### src/rtl/l2_arb_pkg.sv
// Shared types and helpers for the L2 bus arbiter.
package l2_arb_pkg;

  typedef enum logic {
    ARB_IDLE = 1'b0,
    ARB_BUSY = 1'b1
  } arb_state_t;

  // Index width for n requesters, never narrower than one bit.
  function automatic int arb_idx_w(input int n);
    return (n <= 2) ? 1 : $clog2(n);
  endfunction

endpackage

### src/rtl/l2_bus_arbiter_rr_pick.sv
// Round-robin winner select: rotate requests by ptr, priority-encode,
// then rotate the winning index back.
module rr_pick
  import l2_arb_pkg::*;
#(
  parameter int N  = 2,
  parameter int IW = arb_idx_w(N)
) (
  input  logic [N-1:0]  req,
  input  logic [IW-1:0] ptr,
  output logic [IW-1:0] idx,
  output logic          any
);

  localparam logic [IW:0] N_EXT = (IW+1)'(N);

  logic [N-1:0]  rot;
  logic [IW-1:0] sel;

  always_comb begin
    logic [IW:0] ri;
    logic [IW:0] sum;
    ri  = '0;
    sum = '0;
    rot = '0;
    sel = '0;
    for (int i = 0; i < N; i++) begin
      ri = {1'b0, ptr} + (IW+1)'(i);
      if (ri >= N_EXT) ri = ri - N_EXT;
      rot[i] = req[ri[IW-1:0]];
    end
    for (int i = N - 1; i >= 0; i--) begin
      if (rot[i]) sel = IW'(i);
    end
    any = |rot;
    sum = {1'b0, sel} + {1'b0, ptr};
    if (sum >= N_EXT) sum = sum - N_EXT;
    idx = sum[IW-1:0];
  end

endmodule

### src/rtl/l2_bus_arbiter.sv
// Transaction-locked round-robin arbiter merging the cache back-end
// native buses onto the single L2 native front-end.
//
// state    | meaning
// ARB_IDLE | no grant held; pick next requester at or after ptr
// ARB_BUSY | grant locked to grant_q until s_ready completes it
module l2_bus_arbiter
  import l2_arb_pkg::*;
#(
  parameter int N_MASTERS = 2,
  parameter int ADDR_W    = 32,
  parameter int DATA_W    = 32
) (
  input  logic                             clk,
  input  logic                             rst,
  input  logic [N_MASTERS-1:0]             m_valid,
  input  logic [N_MASTERS*ADDR_W-1:0]      m_addr,
  input  logic [N_MASTERS*DATA_W-1:0]      m_wdata,
  input  logic [N_MASTERS*DATA_W/8-1:0]    m_wstrb,
  output logic [DATA_W-1:0]                m_rdata,
  output logic [N_MASTERS-1:0]             m_ready,
  output logic                             s_valid,
  output logic [ADDR_W-1:0]                s_addr,
  output logic [DATA_W-1:0]                s_wdata,
  output logic [DATA_W/8-1:0]              s_wstrb,
  input  logic [DATA_W-1:0]                s_rdata,
  input  logic                             s_ready,
  output logic                             busy,
  output logic [arb_idx_w(N_MASTERS)-1:0]  grant
);

  localparam int IW = arb_idx_w(N_MASTERS);
  localparam int SW = DATA_W / 8;

  arb_state_t    state_q, state_d;
  logic [IW-1:0] ptr_q, ptr_d;
  logic [IW-1:0] grant_q, grant_d;
  logic [IW-1:0] pick_idx;
  logic          pick_any;

  logic [ADDR_W-1:0] addr_a  [N_MASTERS];
  logic [DATA_W-1:0] wdata_a [N_MASTERS];
  logic [SW-1:0]     wstrb_a [N_MASTERS];

  for (genvar i = 0; i < N_MASTERS; i++) begin : g_slice
    assign addr_a[i]  = m_addr[i*ADDR_W +: ADDR_W];
    assign wdata_a[i] = m_wdata[i*DATA_W +: DATA_W];
    assign wstrb_a[i] = m_wstrb[i*SW +: SW];
  end

  rr_pick #(
    .N  (N_MASTERS),
    .IW (IW)
  ) u_rr_pick (
    .req (m_valid),
    .ptr (ptr_q),
    .idx (pick_idx),
    .any (pick_any)
  );

  always_ff @(posedge clk or posedge rst) begin
    if (rst) begin
      state_q <= ARB_IDLE;
      ptr_q   <= '0;
      grant_q <= '0;
    end else begin
      state_q <= state_d;
      ptr_q   <= ptr_d;
      grant_q <= grant_d;
    end
  end

  // s_ready in BUSY completes even if the master dropped valid early.
  always_comb begin
    state_d = state_q;
    ptr_d   = ptr_q;
    grant_d = grant_q;
    s_valid = 1'b0;
    m_ready = '0;
    case (state_q)
      ARB_IDLE: begin
        if (pick_any) begin
          grant_d = pick_idx;
          state_d = ARB_BUSY;
        end
      end
      ARB_BUSY: begin
        s_valid          = m_valid[grant_q];
        m_ready[grant_q] = s_ready;
        if (s_ready) begin
          state_d = ARB_IDLE;
          ptr_d   = (grant_q == IW'(N_MASTERS - 1)) ? '0 : grant_q + 1'b1;
        end
      end
      default: state_d = ARB_IDLE;
    endcase
  end

  // Slave-side payload always follows grant_q, even in IDLE.
  assign s_addr  = addr_a[grant_q];
  assign s_wdata = wdata_a[grant_q];
  assign s_wstrb = wstrb_a[grant_q];
  assign m_rdata = s_rdata;
  assign busy    = (state_q == ARB_BUSY);
  assign grant   = grant_q;

endmodule

### config.mk
export PLATFORM = sky130hd
export DESIGN_NAME = l2_bus_arbiter
export DESIGN_NICKNAME = d
export VERILOG_FILES = /design/src/rtl/l2_arb_pkg.sv /design/src/rtl/l2_bus_arbiter_rr_pick.sv /design/src/rtl/l2_bus_arbiter.sv
export SDC_FILE = /design/constraint.sdc
export NUM_CORES = 1
export LEC_CHECK = 0
export CORE_AREA = 5 5 106 108
export DETAILED_ROUTE_END_ITERATION = 8
export DIE_AREA = 0 0 111 113
export PLACE_DENSITY_LB_ADDON = 0.12
export SETUP_SLACK_MARGIN = 0.4
export SLEW_MARGIN = 0
export SYNTH_ARGS = -nofsm -noshare
export SYNTH_HDL_FRONTEND = slang
export SYNTH_SLANG_ARGS = --single-unit
### constraint.sdc
create_clock -name clk -period 0.96 [get_ports clk]
set_input_delay 0.096 -clock clk [delete_from_list [all_inputs] [get_ports clk]]
set_output_delay 0.096 -clock clk [all_outputs]
set_load 0.005 [all_outputs]
Metal layers overlaid:
Two of the layers only.
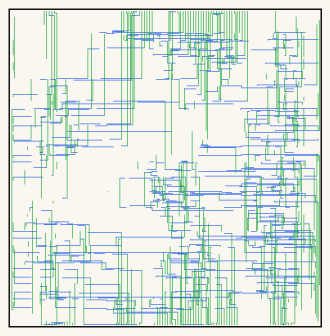
[met2] green | wire length: 4480 um
[met1] blue | wire length: 3460 um

A small window of the routed layout:
Window x 8 to 48, y 65 to 105 um. Cells in gray, sequential cells in the stronger gray; small squares are vias.
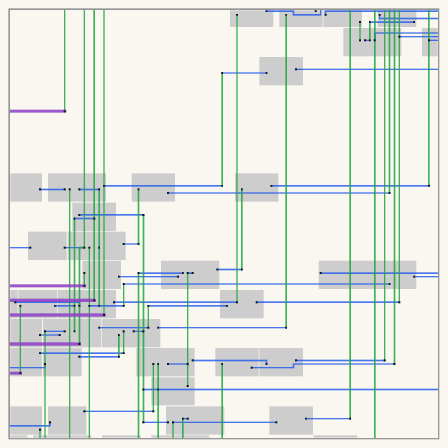
[met3] purple
[met1] blue
[met2] green
most frequent: clkdlybuf4s50_1 (11), buf_6 (11), mux2_4 (8)
cells with their middle in the window: 32
sequential cells in the window: 0

Wiring heat map:
The die is cut into 22 by 23 equal tiles; dark blue is low, red is high, scaled to the fullest tile. Values are wire area over tile area, all layers added.
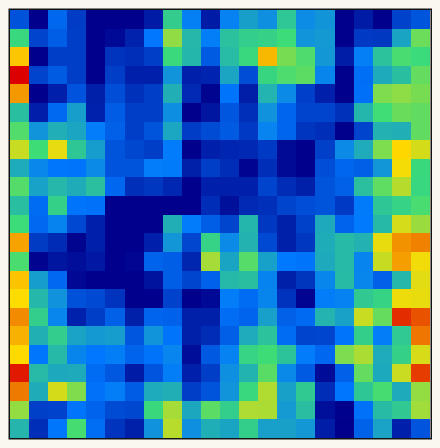
fullest tile: 0.43
emptiest ninth of the die: middle
nearly empty tiles: 9.9%
mean over tiles: 0.12

The clock network:
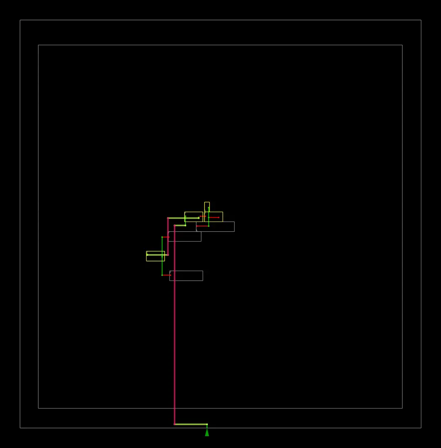
CTS sink cnt: 3
TritonCTS Buffers: 3
registers: 3

Nets reached from selected ports:
Scale bar: 20 um.
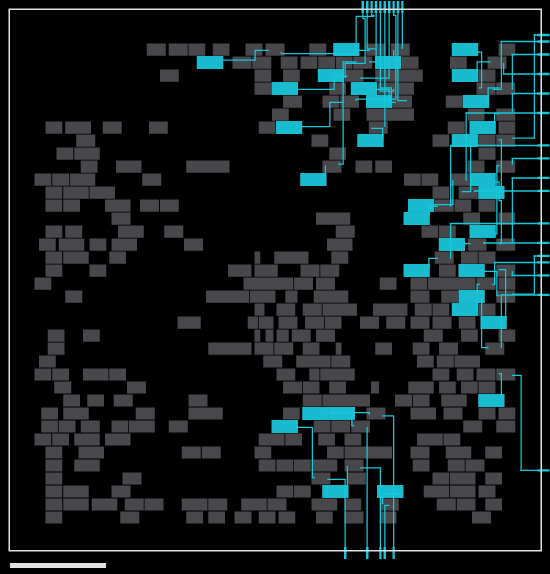
[s_addr] cyan | bits: 32 | direction: output | end cells: 32 | buffers: 32 | wire: 853 um

==> results.json <==
{
  "met1_length_mm": 3.463,
  "die_area_mm2": 0.01254,
  "finalWorstSetupSlack_ps": -691.2,
  "crit_cells": 5,
  "wl_met3_mm": 1.045,
  "post_cts_buffers": 19,
  "htree_levels": 1,
  "total_power_mw": 5.661,
  "flop_area_um2": 78.83,
  "cp-end-kind": "output port",
  "max-vdd-ir-drop_mv": 0.4831,
  "avgRoutedWirePerCell_um": 19.43,
  "num-nonclk-buffers": 252,
  "p_per_area_mw_per_mm2": 1335,
  "cts_tree": "yes",
  "drc": 0,
  "ant_nets": 0,
  "rows": 37,
  "logic_area_mm2": 0.001124,
  "postSynthSeqShare_pct": 4.796,
  "numSynthFlops": 3,
  "slowest_delay_ps": 500,
  "yosysTopAreaCell": "mux2_4",
  "rr_worst_depth": 8,
  "cap_violations": 0,
  "slew_violations": 0,
  "grtUsageMet1_pct": 14.39,
  "simple_gate_share_pct": 2.878,
  "comb_area_share_pct": 26.51,
  "cts_hold_buf": 0,
  "ys_async_sr_fraction_pct": 100.0,
  "syn-num-nets": 297,
  "ys_sh_aoi_pct": 1.439,
  "ys.flop_type": "dfrtp_1",
  "ys_sh_adder_pct": 0,
  "slew_headroom_pct": 84.45,
  "swShare_pct": 28.36,
  "dieHeight_um": 113,
  "synthMuxAreaShare_pct": 65.63,
  "critPathSlowestCell": "dfrtp_4",
  "grt_pass1_vias": 1959,
  "port_buffers": 213,
  "r2r_end": "ptr_q$_DFFE_PP0P_",
  "synth_cells": 124,
  "top_layer_used": "met4",
  "detailed_place_hpwl_mm": 7.653,
  "drt-total-wl_mm": 9.249,
  "clock.fmax_mhz": 605.6,
  "nNetsFinal": 514,
  "ys_cells": 124,
  "violations": "setup timing",
  "pg_comb_mw": 5.11,
  "ys_area_mm2": 0.001565,
  "drtPass1Iterations": 2,
  "p_leak_nw": 1.956,
  "hp-class": "input port to asynchronous set/reset pin",
  "setup_viol": 74,
  "status": "finished, violations left",
  "well_tap_count": 136,
  "core-area_mm2": 0.01014,
  "crit_required_ps": 860,
  "dr_wl_met2_mm": 4.482,
  "placed_area_mm2": 0.003592,
  "io_pins": 278,
  "p_clk_share_pct": 6.3,
  "syn_area_mm2": 0.001565,
  "syn-mean-instance-area_um2": 12.62,
  "largest_class": "buffers",
  "grtUsageMet3_pct": 5.775,
  "top_cells_by_count": "mux2_4, buf_4, buf_12, dfrtp_1, nor2b_1",
  "whs_ps": 83.40,
  "finalHoldViolCount": 0,
  "switchingPower_mw": 1.606
}
